File: config.mk
export PLATFORM = sky130hd
export DESIGN_NAME = ysyx_22040386_muldiv_seq_flat
export DESIGN_NICKNAME = d
export VERILOG_FILES = /design/src/rtl/ysyx_22040386_muldiv_seq_if.sv /design/src/rtl/ysyx_22040386_muldiv_seq.sv /design/src/flat_wrapper.sv
export SDC_FILE = /design/constraint.sdc
export NUM_CORES = 2
export LEC_CHECK = 0
export CORE_AREA = 2 2 255 257
export DETAILED_ROUTE_END_ITERATION = 8
export DIE_AREA = 0 0 257 259
export PLACE_DENSITY_LB_ADDON = 0.3
export SETUP_SLACK_MARGIN = 0.1
export SKIP_LAST_GASP = 1
export SYNTH_ARGS = -nofsm -noshare
export SYNTH_HDL_FRONTEND = slang
export SYNTH_SLANG_ARGS = --single-unit
File: constraint.sdc
create_clock -name clk -period 5.2 [get_ports clk]
set_input_delay 0.78 -clock clk [delete_from_list [all_inputs] [get_ports clk]]
set_output_delay 0.78 -clock clk [all_outputs]
set_load 0.05 [all_outputs]
File: src/rtl/ysyx_22040386_muldiv_seq_if.sv
// Request/response bundle between the EX stage and the iterative mul/div sequencer.
interface ysyx_22040386_muldiv_seq_if #(
  parameter int XLEN = 64
);
  logic            i_valid;
  logic            o_ready;
  logic [2:0]      i_op;
  logic            i_Word_op;
  logic [XLEN-1:0] i_src1;
  logic [XLEN-1:0] i_src2;
  logic            i_flush;
  logic            o_busy;
  logic            o_out_valid;
  logic            i_out_ready;
  logic [XLEN-1:0] o_result;

  modport master (
    output i_valid, i_op, i_Word_op, i_src1, i_src2, i_flush, i_out_ready,
    input  o_ready, o_busy, o_out_valid, o_result
  );
  modport slave (
    input  i_valid, i_op, i_Word_op, i_src1, i_src2, i_flush, i_out_ready,
    output o_ready, o_busy, o_out_valid, o_result
  );
endinterface

File: src/rtl/ysyx_22040386_muldiv_seq.sv
// Iterative RV64M sequencer: shift-add multiply and restoring divide on one shared datapath.
// Optional macro YSYX_22040386_MULDIV_EARLY_OUT_EN: multiplies finish once the remaining multiplier bits are zero.
//
// state | meaning
// IDLE  | ready to accept a request
// CALC  | one iteration per cycle; at count 0 the sign/Word fix-up is registered
// DONE  | result held until taken or flushed
module ysyx_22040386_muldiv_seq #(
  parameter int XLEN = 64
) (
  input logic                       clk,
  input logic                       rst_n,
  ysyx_22040386_muldiv_seq_if.slave bus
);
  localparam int HW = XLEN / 2;
  localparam int CW = $clog2(XLEN) + 1;

  typedef enum logic [1:0] {S_IDLE, S_CALC, S_DONE} state_e;

  state_e            state_q, state_d;
  logic [2*XLEN-1:0] acc_q, acc_d;
  logic [XLEN-1:0]   opb_q, opb_d;
  logic [XLEN-1:0]   res_q, res_d;
  logic [CW-1:0]     cnt_q, cnt_d;
  logic [2:0]        op_q, op_d;
  logic              word_q, word_d, neg_q, neg_d, rneg_q, rneg_d, spec_q, spec_d;

  logic            accept, is_div, sgn1, sgn2, a_neg, b_neg, div_zero, div_ovf;
  logic [XLEN-1:0] a_ext, b_ext, a_mag, b_mag, a_min, spec_res;

  always_comb begin
    accept = bus.i_valid & (state_q == S_IDLE) & ~bus.i_flush;
    is_div = bus.i_op[2];
    // Word multiplies are plain MULW, so no operand is treated as signed
    sgn1   = (~bus.i_Word_op & ((bus.i_op == 3'b001) | (bus.i_op == 3'b010))) | (is_div & ~bus.i_op[0]);
    sgn2   = (~bus.i_Word_op & (bus.i_op == 3'b001)) | (is_div & ~bus.i_op[0]);
    a_ext  = bus.i_src1;
    b_ext  = bus.i_src2;
    a_min  = {1'b1, {(XLEN-1){1'b0}}};
    if (bus.i_Word_op) begin
      a_ext = {{HW{sgn1 & bus.i_src1[HW-1]}}, bus.i_src1[HW-1:0]};
      b_ext = {{HW{sgn2 & bus.i_src2[HW-1]}}, bus.i_src2[HW-1:0]};
      a_min = {{(HW+1){1'b1}}, {(HW-1){1'b0}}};
    end
    a_neg    = sgn1 & a_ext[XLEN-1];
    b_neg    = sgn2 & b_ext[XLEN-1];
    a_mag    = a_neg ? -a_ext : a_ext;
    b_mag    = b_neg ? -b_ext : b_ext;
    div_zero = is_div & (b_ext == '0);
    div_ovf  = is_div & sgn1 & (a_ext == a_min) & (b_ext == '1);
    spec_res = '1;
    if (bus.i_op[1])
      spec_res = bus.i_Word_op ? {{HW{bus.i_src1[HW-1]}}, bus.i_src1[HW-1:0]} : bus.i_src1;
    if (div_ovf)
      spec_res = bus.i_op[1] ? '0 : a_ext;
  end

  logic [XLEN:0]     mul_sum, rem_sh, div_trial;
  logic [2*XLEN-1:0] acc_it, mul_full, mul_fix;
  logic [XLEN-1:0]   quo, rem, raw_res, fin_res;
  logic [CW-1:0]     cnt_it;

  always_comb begin
    cnt_it    = cnt_q - CW'(1);
    mul_sum   = {1'b0, acc_q[2*XLEN-1:XLEN]} + (acc_q[0] ? {1'b0, opb_q} : '0);
    rem_sh    = {acc_q[2*XLEN-1:XLEN], acc_q[XLEN-1]};
    div_trial = rem_sh - {1'b0, opb_q};
    if (op_q[2])
      acc_it = div_trial[XLEN] ? {rem_sh[XLEN-1:0], acc_q[XLEN-2:0], 1'b0}
                               : {div_trial[XLEN-1:0], acc_q[XLEN-2:0], 1'b1};
    else
      acc_it = {mul_sum, acc_q[XLEN-1:1]};
    // Word multiplies only run HW shifts, leaving the product HW bits up
    mul_full = word_q ? (acc_q >> HW) : acc_q;
    mul_fix  = neg_q ? -mul_full : mul_full;
    quo      = neg_q ? -acc_q[XLEN-1:0] : acc_q[XLEN-1:0];
    rem      = rneg_q ? -acc_q[2*XLEN-1:XLEN] : acc_q[2*XLEN-1:XLEN];
    if (op_q[2])
      raw_res = op_q[1] ? rem : quo;
    else if (word_q || (op_q[1:0] == 2'b00))
      raw_res = mul_fix[XLEN-1:0];
    else
      raw_res = mul_fix[2*XLEN-1:XLEN];
    fin_res = word_q ? {{HW{raw_res[HW-1]}}, raw_res[HW-1:0]} : raw_res;
  end

  always_comb begin
    state_d = state_q;
    acc_d   = acc_q;
    opb_d   = opb_q;
    res_d   = res_q;
    cnt_d   = cnt_q;
    op_d    = op_q;
    word_d  = word_q;
    neg_d   = neg_q;
    rneg_d  = rneg_q;
    spec_d  = spec_q;
    case (state_q)
      S_IDLE: begin
        if (accept) begin
          op_d    = bus.i_op;
          word_d  = bus.i_Word_op;
          neg_d   = a_neg ^ b_neg;
          rneg_d  = a_neg;
          spec_d  = div_zero | div_ovf;
          state_d = S_CALC;
          if (div_zero | div_ovf) begin
            // special result is known now; a single count-0 pass gives it a one-cycle latency
            res_d = spec_res;
            cnt_d = '0;
          end else begin
            cnt_d = bus.i_Word_op ? CW'(HW) : CW'(XLEN);
            if (is_div) begin
              acc_d = {{XLEN{1'b0}}, (bus.i_Word_op ? {a_mag[HW-1:0], {HW{1'b0}}} : a_mag)};
              opb_d = b_mag;
            end else begin
              acc_d = {{XLEN{1'b0}}, b_mag};
              opb_d = a_mag;
            end
          end
        end
      end
      S_CALC: begin
        if (cnt_q == '0) begin
          if (!spec_q) res_d = fin_res;
          state_d = S_DONE;
        end else begin
          acc_d = acc_it;
          cnt_d = cnt_it;
`ifdef YSYX_22040386_MULDIV_EARLY_OUT_EN
          if (!op_q[2] && ((acc_it[XLEN-1:0] << (XLEN - int'(cnt_it))) == '0)) begin
            acc_d = acc_it >> cnt_it;
            cnt_d = '0;
          end
`endif
        end
      end
      S_DONE: begin
        if (bus.i_out_ready) state_d = S_IDLE;
      end
      default: state_d = S_IDLE;
    endcase
    if (bus.i_flush) state_d = S_IDLE;
  end

  always_ff @(posedge clk or negedge rst_n) begin
    if (!rst_n) begin
      state_q <= S_IDLE;
      acc_q   <= '0;
      opb_q   <= '0;
      res_q   <= '0;
      cnt_q   <= '0;
      op_q    <= '0;
      word_q  <= 1'b0;
      neg_q   <= 1'b0;
      rneg_q  <= 1'b0;
      spec_q  <= 1'b0;
    end else begin
      state_q <= state_d;
      acc_q   <= acc_d;
      opb_q   <= opb_d;
      res_q   <= res_d;
      cnt_q   <= cnt_d;
      op_q    <= op_d;
      word_q  <= word_d;
      neg_q   <= neg_d;
      rneg_q  <= rneg_d;
      spec_q  <= spec_d;
    end
  end

  assign bus.o_ready     = (state_q == S_IDLE);
  assign bus.o_busy      = (state_q != S_IDLE);
  assign bus.o_out_valid = (state_q == S_DONE);
  assign bus.o_result    = res_q;
endmodule

File: src/flat_wrapper.sv
// flat-port wrapper written by rule: the top's interface ports become plain ports
module ysyx_22040386_muldiv_seq_flat 
#(
  parameter int XLEN = 64
)
  (clk, rst_n, bus_i_valid, bus_i_op, bus_i_Word_op, bus_i_src1, bus_i_src2, bus_i_flush, bus_i_out_ready, bus_o_ready, bus_o_busy, bus_o_out_valid, bus_o_result);
  ysyx_22040386_muldiv_seq_if #(.XLEN(XLEN)) bus_i ();
  input logic clk;
  input logic rst_n;
  input wire logic [$bits(bus_i.i_valid)-1:0] bus_i_valid;
  input wire logic [$bits(bus_i.i_op)-1:0] bus_i_op;
  input wire logic [$bits(bus_i.i_Word_op)-1:0] bus_i_Word_op;
  input wire logic [$bits(bus_i.i_src1)-1:0] bus_i_src1;
  input wire logic [$bits(bus_i.i_src2)-1:0] bus_i_src2;
  input wire logic [$bits(bus_i.i_flush)-1:0] bus_i_flush;
  input wire logic [$bits(bus_i.i_out_ready)-1:0] bus_i_out_ready;
  output wire logic [$bits(bus_i.o_ready)-1:0] bus_o_ready;
  output wire logic [$bits(bus_i.o_busy)-1:0] bus_o_busy;
  output wire logic [$bits(bus_i.o_out_valid)-1:0] bus_o_out_valid;
  output wire logic [$bits(bus_i.o_result)-1:0] bus_o_result;
  assign bus_i.i_valid = bus_i_valid;
  assign bus_i.i_op = bus_i_op;
  assign bus_i.i_Word_op = bus_i_Word_op;
  assign bus_i.i_src1 = bus_i_src1;
  assign bus_i.i_src2 = bus_i_src2;
  assign bus_i.i_flush = bus_i_flush;
  assign bus_i.i_out_ready = bus_i_out_ready;
  assign bus_o_ready = bus_i.o_ready;
  assign bus_o_busy = bus_i.o_busy;
  assign bus_o_out_valid = bus_i.o_out_valid;
  assign bus_o_result = bus_i.o_result;
  ysyx_22040386_muldiv_seq #(.XLEN(XLEN)) u_core (.clk(clk), .rst_n(rst_n), .bus(bus_i));
endmodule
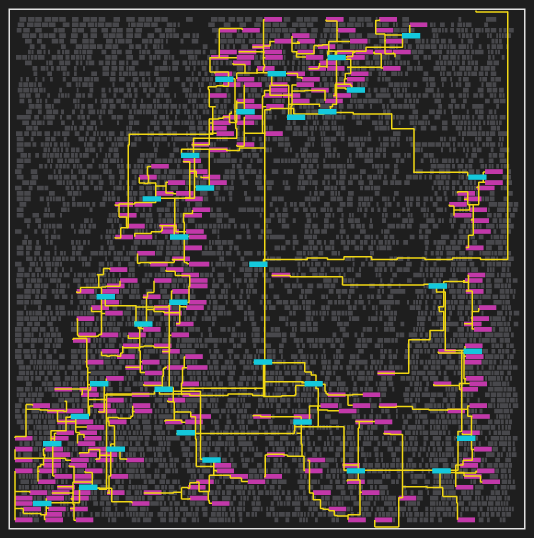
Fig. 1. Clock wires, drivers and flops.
Scale: 2 px per um.
Magenta stands for flip-flops, count 272. Yellow stands for clock wires, length 4770 um. Cyan stands for clock-net drivers, count 34.
There are 35 routed clock nets.

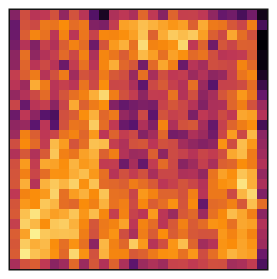
Fig. 2. Placement density heat map.
Scale: 1 px per um. 26 x 26 tiles, from black (low) to pale yellow (high), 0 to 100% covered.
The fullest tile reaches 97%. 0.30% of the tiles are nearly empty. The mean over all tiles is 60%. The densest ninth of the die: lower left. 24% of the tiles are over 75% full.

==> ds_physical_params.txt <==
Table: implementation figures

Parameter                              Value

Outcome
  Run status .................. finished with violations
  Failing checks .................. DRC, capacitance limit, slew limit, setup timing

Setup path
  Count of cells along the worst register-to-register path .................. 12
  Cell at the slowest stage of the critical path .................. o211ai_1
  Max incr delay on CP .................. 1.14 ns
  End of the worst register-to-register path .................. u_core.bus.o_result[17]$_DFFE_PN0P_
  Start of the worst register-to-register path .................. u_core.acc_q[52]$_DFFE_PN0P_

Clock network
  Clk root buf .................. clkbuf_16
  Clock transition at the registers of the reported paths .................. around 0.060 ns
  Clock sink count .................. around 270
  CTS tree .................. done
  Clk Latency, worst-skew pair .................. 0.61 ns

Cells and area
  Fraction of layout cells with a size suffix above 1 .................. 10.02%
  Combined area of the multi-input logic cells .................. between 20000 and 30000 sq um
  Antenna fix cells .................. 10
  Flip-flop and latch share of the layout cell area .................. between 10% and 20%
  Buffer count excluding the clock tree in the final layout .................. 521
  Most frequent cells in the layout .................. nand2_1, o21ai_0, nor2_1
  Inverters, non-clock .................. between 100 and 150

Timing
  Max Slew Vio Count .................. 2
  Final worst hold slack .................. 0.1849 ns
  Setup slack of the critical path after layout .................. -0.1700 ns
  Final cycle utilization of the critical path .................. 103.3%
  Final count of negative-setup-slack endpoints .................. 1

Pwr
  Switching component of the power .................. roughly 0.016 W
  Power Clock .................. about 0.0026 W
  Static leakage .................. 16.45 nW
  Internal power summed over all cells .................. between 0.01 and 0.015 W

Die
  Floorplan Core Area .................. between 60000 and 70000 sq um
  Chip width .................. ~260 um
  Die extent in y .................. 259 um
  Site row count .................. slightly above 90

Job
  Max-capacitance violation count .................. 1

Synth
  Syn Std Cell Area .................. approximately 36000 sq um
  Synth unique cells .................. ~100
  Seq/Total Area, Yosys .................. 18.92%
  Post-Synthesis Mean Instance Area .................. ~7 sq um
  Chip area estimate from yosys synthesis .................. ~36000 sq um

Global routing
  Residual overflow from global routing .................. 0

Placement
  Quantity of I/O buffers inserted on ports .................. 203
  Placed cell area .................. between 30000 and 40000 sq um
  Routability congestion estimate from global placement .................. 1.156

Routing
  Wirelength per Cell .................. between 30 and 40 um
  DRC violations left .................. 8
  Final wirelength .................. about 200 mm
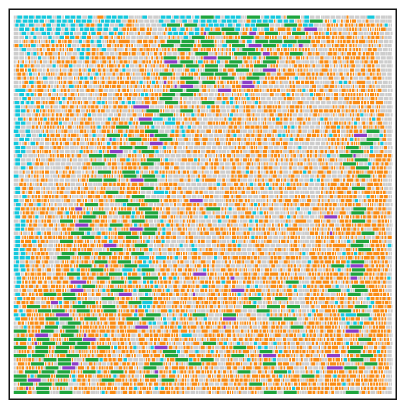
Fig. 3. Cells coloured by class.
Scale: 1.5 px per um. Fill, decap, tap and diode cells in grey.
Green stands for registers, cells 272, share of their area 17%. Orange stands for remaining logic cells, cells 4425, share of their area 69%. Purple stands for clock drivers and dummy loads, cells 62, share of their area 2.9%. Cyan stands for remaining buffers and delay cells, cells 521, share of their area 11%.

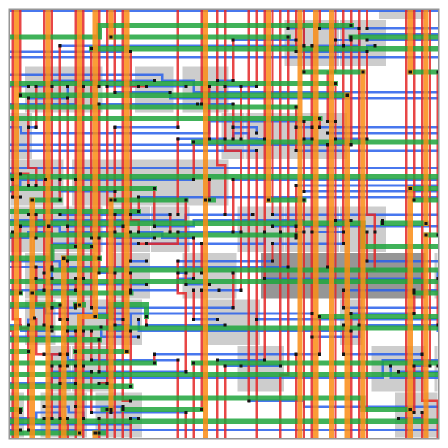
Fig. 4. Close-up of the layout.
Window x 116 to 141, y 117 to 142 um. Cells in grey, sequential cells in the stronger grey; small squares are vias.
Orange stands for M4. Green stands for M3. Red stands for M2. Blue stands for M1.
Netlist names of flops here include u_core.rneg_q (1). Most frequent: or3_1 (4). Sequential cells in the window: 1. 34 logic cells have their middle in the window.

-- flip-flops by register name (all words and copies together) (netlist names) --
signal,cells
u_core.acc_q,128
u_core.bus.o_result,64
u_core.cnt_q,7
u_core.neg_q,1
u_core.op_q,3
u_core.opb_q,64
u_core.rneg_q,1
u_core.spec_q,1
u_core.state_q,2
u_core.word_q,1
-- per-layer routing --
metal	vias up	share of wire [%]	track usage (%)	routed length, um
met5	-	0.048	0	94
met4	16	11	44.70	20720
met3	1088	17	25.77	33070
met2	4103	38	77.58	75130
met1	20827	34	67.62	66400
li1	19005	-	-	-
-- timing repair --
action	4_1_cts	5_1_grt
buffers inserted	0	1
gates resized	0	1
endpoints found under the setup margin	0	2
hold buffers	0	0
No activity file was given, so power comes from the tool's default toggle rates.
